--- src/rtl/atm_pkg.sv ---
// Shared definitions for the ATM/Pent1m memory pager.
//   PG_MAX   widest page number any pager instance can hold
//   DOS_SIG  za[13:8] of an opcode fetch that enters TR-DOS (3Dxx)
//   map_t    one page map: page number, RAM select, 7FFD/DOS mixing, write protect
//   map_rst  reset contents of map m in window addr for a given page width
package atm_pkg;

   localparam int         PG_MAX  = 14;
   localparam logic [5:0] DOS_SIG = 6'h3D;

   // Reset page numbers. Window 0 counts down from the top of the page space.
   localparam int RST_PG0_EVEN_SUB = 1;
   localparam int RST_PG0_ODD_SUB  = 3;
   localparam int RST_PG1          = 5;
   localparam int RST_PG2          = 2;
   localparam int RST_PG3          = 0;

   typedef struct packed {
      logic [PG_MAX-1:0] pg;
      logic              ram;
      logic              d7;
      logic              wp;
   } map_t;

   function automatic map_t map_rst(input logic [1:0] addr, input int m, input int pagew);
      map_t r;
      int   ones;
      ones = (1 << pagew) - 1;
      r    = '0;
      case (addr)
         2'd0: begin
            r.pg  = PG_MAX'((m % 2 == 1) ? ones - RST_PG0_ODD_SUB : ones - RST_PG0_EVEN_SUB);
            r.ram = 1'b0;
            r.d7  = 1'b1;
         end
         2'd1: begin
            r.pg  = PG_MAX'(RST_PG1);
            r.ram = 1'b1;
            r.d7  = 1'b0;
         end
         2'd2: begin
            r.pg  = PG_MAX'(RST_PG2);
            r.ram = 1'b1;
            r.d7  = 1'b0;
         end
         default: begin
            r.pg  = PG_MAX'(RST_PG3);
            r.ram = 1'b1;
            r.d7  = 1'b1;
         end
      endcase
      return r;
   endfunction

endpackage

--- src/rtl/atm_pager_ext_if.sv ---
// Z80 bus view seen by a pager instance.
//   zpos/zneg       Z80 clock edge strobes (one fclk wide)
//   za/zd           address and data bus
//   mreq_n/m1_n     memory request and opcode fetch strobes
//   cfg_wr/ext_wr   xxF7 and xx77 port write strobes
// master drives the bus (CPU side), slave is the pager.
interface atm_pager_ext_if;
   logic        zpos;
   logic        zneg;
   logic [15:0] za;
   logic [7:0]  zd;
   logic        mreq_n;
   logic        m1_n;
   logic        cfg_wr;
   logic        ext_wr;

   modport master (output zpos, zneg, za, zd, mreq_n, m1_n, cfg_wr, ext_wr);
   modport slave  (input  zpos, zneg, za, zd, mreq_n, m1_n, cfg_wr, ext_wr);
endinterface

--- src/rtl/atm_pager_ext_stall.sv ---
// dos_stall_ctr: holds the Z80 clock stall after a DOS entry.
//   fclk, rst_n  clock, async active-low reset
//   load         DOS entry strobe; (re)loads STALL_CYC, even mid-count
//   stall        high on the load cycle and while the count is nonzero
module dos_stall_ctr
   import atm_pkg::*;
#(
   parameter int STALL_CYC = 3
) (
   input  logic fclk,
   input  logic rst_n,
   input  logic load,
   output logic stall
);

   logic [3:0] cnt;

   always_ff @(posedge fclk or negedge rst_n) begin
      if (!rst_n)            cnt <= 4'd0;
      else if (load)         cnt <= 4'(STALL_CYC);
      else if (cnt != 4'd0)  cnt <= cnt - 4'd1;
   end

   assign stall = load | (cnt != 4'd0);

endmodule

--- src/rtl/atm_pager_ext.sv ---
// atm_pager_ext: page mapper for one 16 KB CPU window.
//   fclk, rst_n        system clock, async active-low reset
//   bus                Z80 bus (slave modport)
//   pager_off          force service ROM
//   map_sel            active map
//   p7ffd_page/ram0/1m 7FFD paging state
//   dos                current DOS state
//   page, romnram      registered physical page and ROM select
//   wr_protect         registered write block for this window
//   page_rd            registered raw page of the active map
//   dos_turn_on/off    combinational single-fclk DOS strobes
//   zclk_stall         Z80 clock stall after DOS entry
module atm_pager_ext
   import atm_pkg::*;
#(
   parameter logic [1:0] ADDR      = 2'b00,
   parameter int         NMAPS     = 2,
   parameter int         PAGEW     = 8,
   parameter int         DOS_MAP   = 1,
   parameter int         STALL_CYC = 3,
   localparam int        MAPW      = $clog2(NMAPS)
) (
   input  logic             fclk,
   input  logic             rst_n,
   atm_pager_ext_if.slave   bus,
   input  logic             pager_off,
   input  logic [MAPW-1:0]  map_sel,
   input  logic [5:0]       p7ffd_page,
   input  logic             p7ffd_ram0,
   input  logic             p7ffd_1m,
   input  logic             dos,
   output logic [PAGEW-1:0] page,
   output logic             romnram,
   output logic             wr_protect,
   output logic [PAGEW-1:0] page_rd,
   output logic             dos_turn_on,
   output logic             dos_turn_off,
   output logic             zclk_stall
);

   // Extended page bits that exist for this PAGEW (zero when PAGEW == 8).
   localparam logic [5:0] HI_MASK = 6'((1 << (PAGEW - 8)) - 1);

   map_t             maps [NMAPS];
   map_t             cur;
   map_t             wr_map;
   logic             hit;
   logic [PAGEW-1:0] pg_cur;
   logic [PAGEW-1:0] page_nx;
   logic             rom_nx;
   logic             m1_reg;
   logic             mreq_reg;
   logic             fs;
   logic             unused_za;

   assign hit       = (bus.za[15:14] == ADDR);
   assign cur       = maps[map_sel];
   assign pg_cur    = cur.pg[PAGEW-1:0];
   assign unused_za = ^bus.za[7:0];

   // New contents of the selected map. When both strobes land together the
   // low byte comes from cfg_wr and the extended bits from ext_wr.
   always_comb begin
      wr_map = cur;
      if (bus.cfg_wr) begin
         if (bus.za[11]) begin
            wr_map.pg[7:0]        = ~{2'b00, bus.zd[5:0]};
            wr_map.pg[PG_MAX-1:8] = '0;
            wr_map.ram            = bus.zd[6];
            wr_map.d7             = bus.zd[7];
         end else begin
            wr_map.pg[7:0] = ~bus.zd;
            wr_map.ram     = 1'b1;
         end
      end
      if (bus.ext_wr) begin
         wr_map.pg[PG_MAX-1:8] = ~bus.zd[5:0] & HI_MASK;
         wr_map.wp             = bus.zd[7];
      end
   end

   always_ff @(posedge fclk or negedge rst_n) begin
      if (!rst_n) begin
         for (int m = 0; m < NMAPS; m++) maps[m] <= map_rst(ADDR, m, PAGEW);
      end else if (hit && (bus.cfg_wr || bus.ext_wr)) begin
         maps[map_sel] <= wr_map;
      end
   end

   // Page selection, highest priority first.
   always_comb begin
      page_nx = pg_cur;
      rom_nx  = ~cur.ram;
      if (pager_off) begin
         page_nx = '1;
         rom_nx  = 1'b1;
      end else if (p7ffd_ram0 && (ADDR == 2'd0)) begin
         page_nx = '0;
         rom_nx  = 1'b0;
      end else if (cur.d7 && cur.ram) begin
         if (p7ffd_1m) page_nx[5:0] = p7ffd_page;
         else          page_nx[2:0] = p7ffd_page[2:0];
      end else if (cur.d7) begin
         // ROM pair: DOS picks between basic and TR-DOS halves
         page_nx[0] = dos;
      end
   end

   always_ff @(posedge fclk or negedge rst_n) begin
      if (!rst_n) begin
         page       <= '0;
         romnram    <= 1'b0;
         wr_protect <= 1'b0;
         page_rd    <= '0;
      end else begin
         page       <= page_nx;
         romnram    <= rom_nx;
         wr_protect <= (rom_nx | cur.wp) & ~pager_off;
         page_rd    <= pg_cur;
      end
   end

   // M1 is stable by the rising Z80 edge, MREQ by the falling one; a fetch
   // starts on the zneg where MREQ is newly asserted during M1.
   always_ff @(posedge fclk or negedge rst_n) begin
      if (!rst_n) begin
         m1_reg   <= 1'b1;
         mreq_reg <= 1'b1;
      end else begin
         if (bus.zpos) m1_reg   <= bus.m1_n;
         if (bus.zneg) mreq_reg <= bus.mreq_n;
      end
   end

   assign fs = bus.zneg & ~m1_reg & ~bus.mreq_n & mreq_reg & hit;

   assign dos_turn_on  = fs && (bus.za[13:8] == DOS_SIG) && (map_sel == MAPW'(DOS_MAP))
                         && maps[DOS_MAP].d7 && !maps[DOS_MAP].ram;
   assign dos_turn_off = fs & cur.ram;

   dos_stall_ctr #(.STALL_CYC(STALL_CYC)) u_stall (
      .fclk  (fclk),
      .rst_n (rst_n),
      .load  (dos_turn_on),
      .stall (zclk_stall)
   );

endmodule

--- src/flat_wrapper.sv ---
// flat-port wrapper written by rule: the top's interface ports become plain ports
module atm_pager_ext_flat import atm_pkg::*;
#(
   parameter logic [1:0] ADDR      = 2'b00,
   parameter int         NMAPS     = 2,
   parameter int         PAGEW     = 8,
   parameter int         DOS_MAP   = 1,
   parameter int         STALL_CYC = 3,
   localparam int        MAPW      = $clog2(NMAPS)
)
  (fclk, rst_n, pager_off, map_sel, p7ffd_page, p7ffd_ram0, p7ffd_1m, dos, page, romnram, wr_protect, page_rd, dos_turn_on, dos_turn_off, zclk_stall, bus_zpos, bus_zneg, bus_za, bus_zd, bus_mreq_n, bus_m1_n, bus_cfg_wr, bus_ext_wr);
  atm_pager_ext_if bus_i ();
  input  logic fclk;
  input  logic rst_n;
  input  logic pager_off;
  input  logic [MAPW-1:0] map_sel;
  input  logic [5:0] p7ffd_page;
  input  logic p7ffd_ram0;
  input  logic p7ffd_1m;
  input  logic dos;
  output logic [PAGEW-1:0] page;
  output logic romnram;
  output logic wr_protect;
  output logic [PAGEW-1:0] page_rd;
  output logic dos_turn_on;
  output logic dos_turn_off;
  output logic zclk_stall;
  input wire logic [$bits(bus_i.zpos)-1:0] bus_zpos;
  input wire logic [$bits(bus_i.zneg)-1:0] bus_zneg;
  input wire logic [$bits(bus_i.za)-1:0] bus_za;
  input wire logic [$bits(bus_i.zd)-1:0] bus_zd;
  input wire logic [$bits(bus_i.mreq_n)-1:0] bus_mreq_n;
  input wire logic [$bits(bus_i.m1_n)-1:0] bus_m1_n;
  input wire logic [$bits(bus_i.cfg_wr)-1:0] bus_cfg_wr;
  input wire logic [$bits(bus_i.ext_wr)-1:0] bus_ext_wr;
  assign bus_i.zpos = bus_zpos;
  assign bus_i.zneg = bus_zneg;
  assign bus_i.za = bus_za;
  assign bus_i.zd = bus_zd;
  assign bus_i.mreq_n = bus_mreq_n;
  assign bus_i.m1_n = bus_m1_n;
  assign bus_i.cfg_wr = bus_cfg_wr;
  assign bus_i.ext_wr = bus_ext_wr;
  atm_pager_ext #(.ADDR(ADDR), .NMAPS(NMAPS), .PAGEW(PAGEW), .DOS_MAP(DOS_MAP), .STALL_CYC(STALL_CYC)) u_core (.fclk(fclk), .rst_n(rst_n), .bus(bus_i), .pager_off(pager_off), .map_sel(map_sel), .p7ffd_page(p7ffd_page), .p7ffd_ram0(p7ffd_ram0), .p7ffd_1m(p7ffd_1m), .dos(dos), .page(page), .romnram(romnram), .wr_protect(wr_protect), .page_rd(page_rd), .dos_turn_on(dos_turn_on), .dos_turn_off(dos_turn_off), .zclk_stall(zclk_stall));
endmodule
--- config.mk ---
export PLATFORM = sky130hd
export DESIGN_NAME = atm_pager_ext_flat
export DESIGN_NICKNAME = d
export VERILOG_FILES = /design/src/rtl/atm_pkg.sv /design/src/rtl/atm_pager_ext_if.sv /design/src/rtl/atm_pager_ext_stall.sv /design/src/rtl/atm_pager_ext.sv /design/src/flat_wrapper.sv
export SDC_FILE = /design/constraint.sdc
export NUM_CORES = 1
export LEC_CHECK = 0
export ABC_AREA = 0
export CORE_ASPECT_RATIO = 1.25
export CORE_MARGIN = 10
export CORE_UTILIZATION = 47
export CTS_CLUSTER_DIAMETER = 40
export DETAILED_ROUTE_END_ITERATION = 7
export PLACE_DENSITY = 0.8
export SLEW_MARGIN = 20
export SYNTH_ARGS = -nofsm -noshare
export SYNTH_HDL_FRONTEND = slang
export SYNTH_SLANG_ARGS = --single-unit
--- constraint.sdc ---
create_clock -name fclk -period 2.1 [get_ports fclk]
set_clock_uncertainty 0.05 [all_clocks]
set_input_delay 0.21 -clock fclk [delete_from_list [all_inputs] [get_ports fclk]]
set_output_delay 0.21 -clock fclk [all_outputs]
set_load 0.01 [all_outputs]
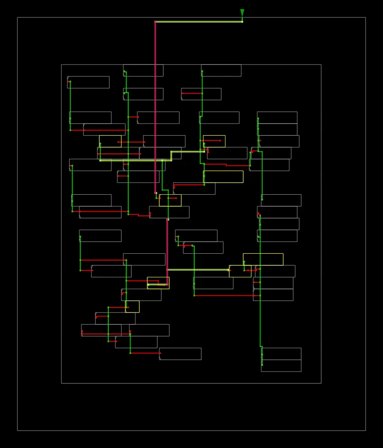
Figure 1: clock routing.
FF+latch count: 46
Num Clock Sinks: 46
Clock buffer cells: 7
total CTS buffers: 5

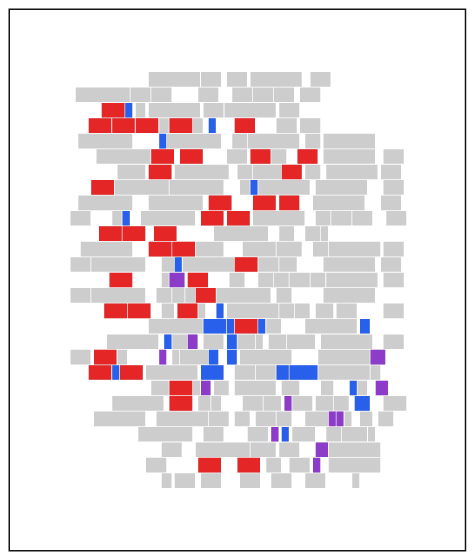
Figure 2: gate families picked out.
legend:
  nor cells:
    colour: blue
    cells: 22
  nand cells:
    colour: purple
    cells: 12
  mux cells:
    colour: red
    cells: 38
Non-Filler Instances: 303
logic share of the area: 0.299

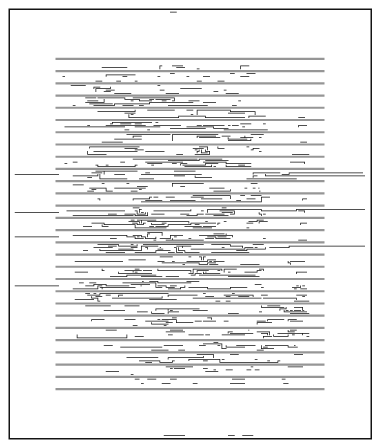
Figure 3: signal wires on met1.
Supply wires on this layer in grey.
main direction: horizontal
longest straight run: 26.7 um
nets with wire on the layer: 249
share of all routed wire: 39%

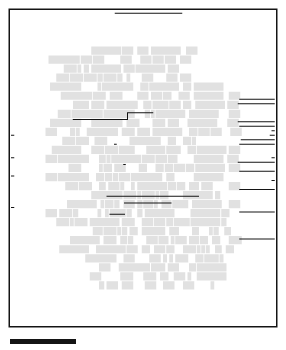
Figure 4: M3 wires.
Scale bar: 20 um. Cells faint in the background.
wire length on this layer: 213 um
nets with wire on the layer: 22
longest straight run: 27.6 um
met3 usage: 0.0311
drt total wl: 4.76 mm
routed vias: 1547

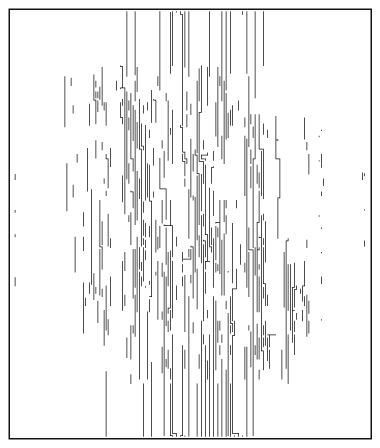
Figure 5: the metal 2 layer.
wire length on this layer: 2640 um
nets with wire on the layer: 243
longest straight run: 41.3 um
GR Util met2: 0.231

==> results_dict.tcl <==
# flow metrics
set metrics [dict create \
    path_max_fanout 4 \
    tightest_slew_ns 0.412 \
    cts_max_level 2 \
    path_delay_family "simple AND/OR/NAND/NOR gates" \
    synthToLayoutAreaGrowth_pct 40.2 \
    slew_viol_final 0 \
    common_cells "29 x dfrtp_1, 29 x mux2_2, 17 x dfstp_2" \
    antenna_found_initial 0 \
    outcome "complete, no violations" \
    fillers 329 \
    die_h_um 95.2 \
    bufAreaShareNonClock 0.229 \
    met1Wirelength_mm 1.85 \
    drc 0 \
    route.met2.wl_mm 2.64 \
    finalHoldViolCount 0 \
    track_usage 0.127 \
    ys_seq_share 0.552 \
    nets 288 \
    cts_buffer_depth 2 \
    first_iter_violations 66 \
    startpoint "u_core.maps[1]" \
    synth.distinct_cells 39 \
    synth.avg_cell_area_um2 12.4 \
    dominant_cells "sequential cells" \
    pg_comb_mw 1.06 \
    pwr-share-seq 0.443 \
    placed_area_mm2 0.00282 \
    clock_latency_ns 0.30 \
    fp.dieW_um 80.2 \
    rsz0062_at_grt "no" \
    top_area_frac 0.341 \
    synthCells 172 \
    busiest_layer "met2" \
    hpwl_mm 3.66 \
    pg_seq_mw 1.38 \
    grt_pass1_wl_mm 7.53 \
    power_clock_mw 0.678 \
    yosysTopAreaCell "dfrtp_1" \
    comb_area_um2 892 \
    grt_max_degree 31 \
    coreArea_mm2 0.00439 \
    top_register "u_core.maps" \
    crit_buf_inv 2 \
    wl_met3_um 213 \
    worstPathArrival_ns 1.78 \
    simple_gate_area_frac 0.111 \
    dp_slack_ns -0.278 \
    flop_area_mm2 0.00117 \
    edf_count 0 \
    synth-seq-cells 46 \
    io_pins 64 \
    synth.area.top_cells "dfrtp_1 34%, dfstp_2 21%, mux2_2 15%, mux2i_1 3.8%, nor2_1 2.3%" \
    crit_chain "nor2b_4, nand2_1, or4_4, inv_2, buf_6" \
    finalSetupViolations 0 \
    crit_end "dos_turn_on" \
    clockPowerShare 0.217 \
    synth.cell_area_mm2 0.00213 \
    rows 27 \
    inverters 9 \
    power.internal_mw 2.23 \
    port_buffers 55 \
    ff_type "dfrtp_1" \
    slew_headroom 0.724 \
    worstSetupEndpointType "output port" \
    yosys_area_mm2 0.00213 \
    ir_drop_v 0.000699 \
    fmax_mhz 490 \
    log.warning_count 34 \
    synth.net_count 216 \
    layout_top_cells "51 x clkdlybuf4s50_1, 29 x mux2_2, 29 x dfrtp_1, 17 x dfstp_2, 14 x buf_4" \
    placedCellCount 294 \
    p_sw_mw 0.892 \
    cts.clk_slew.worst_paths_ns 0.08 \
    fin_crit_ns 2.04 \
    synth.cellmix.adderShare 0.00589 \
    ys_sh_aoi 0.0971 \
    layout-drive-gt1-share 0.331 \
    p_comb_frac 0.340 \
    utilization 0.679 \
]
Power figures rest on the tool's default switching activity, not on a simulated workload.
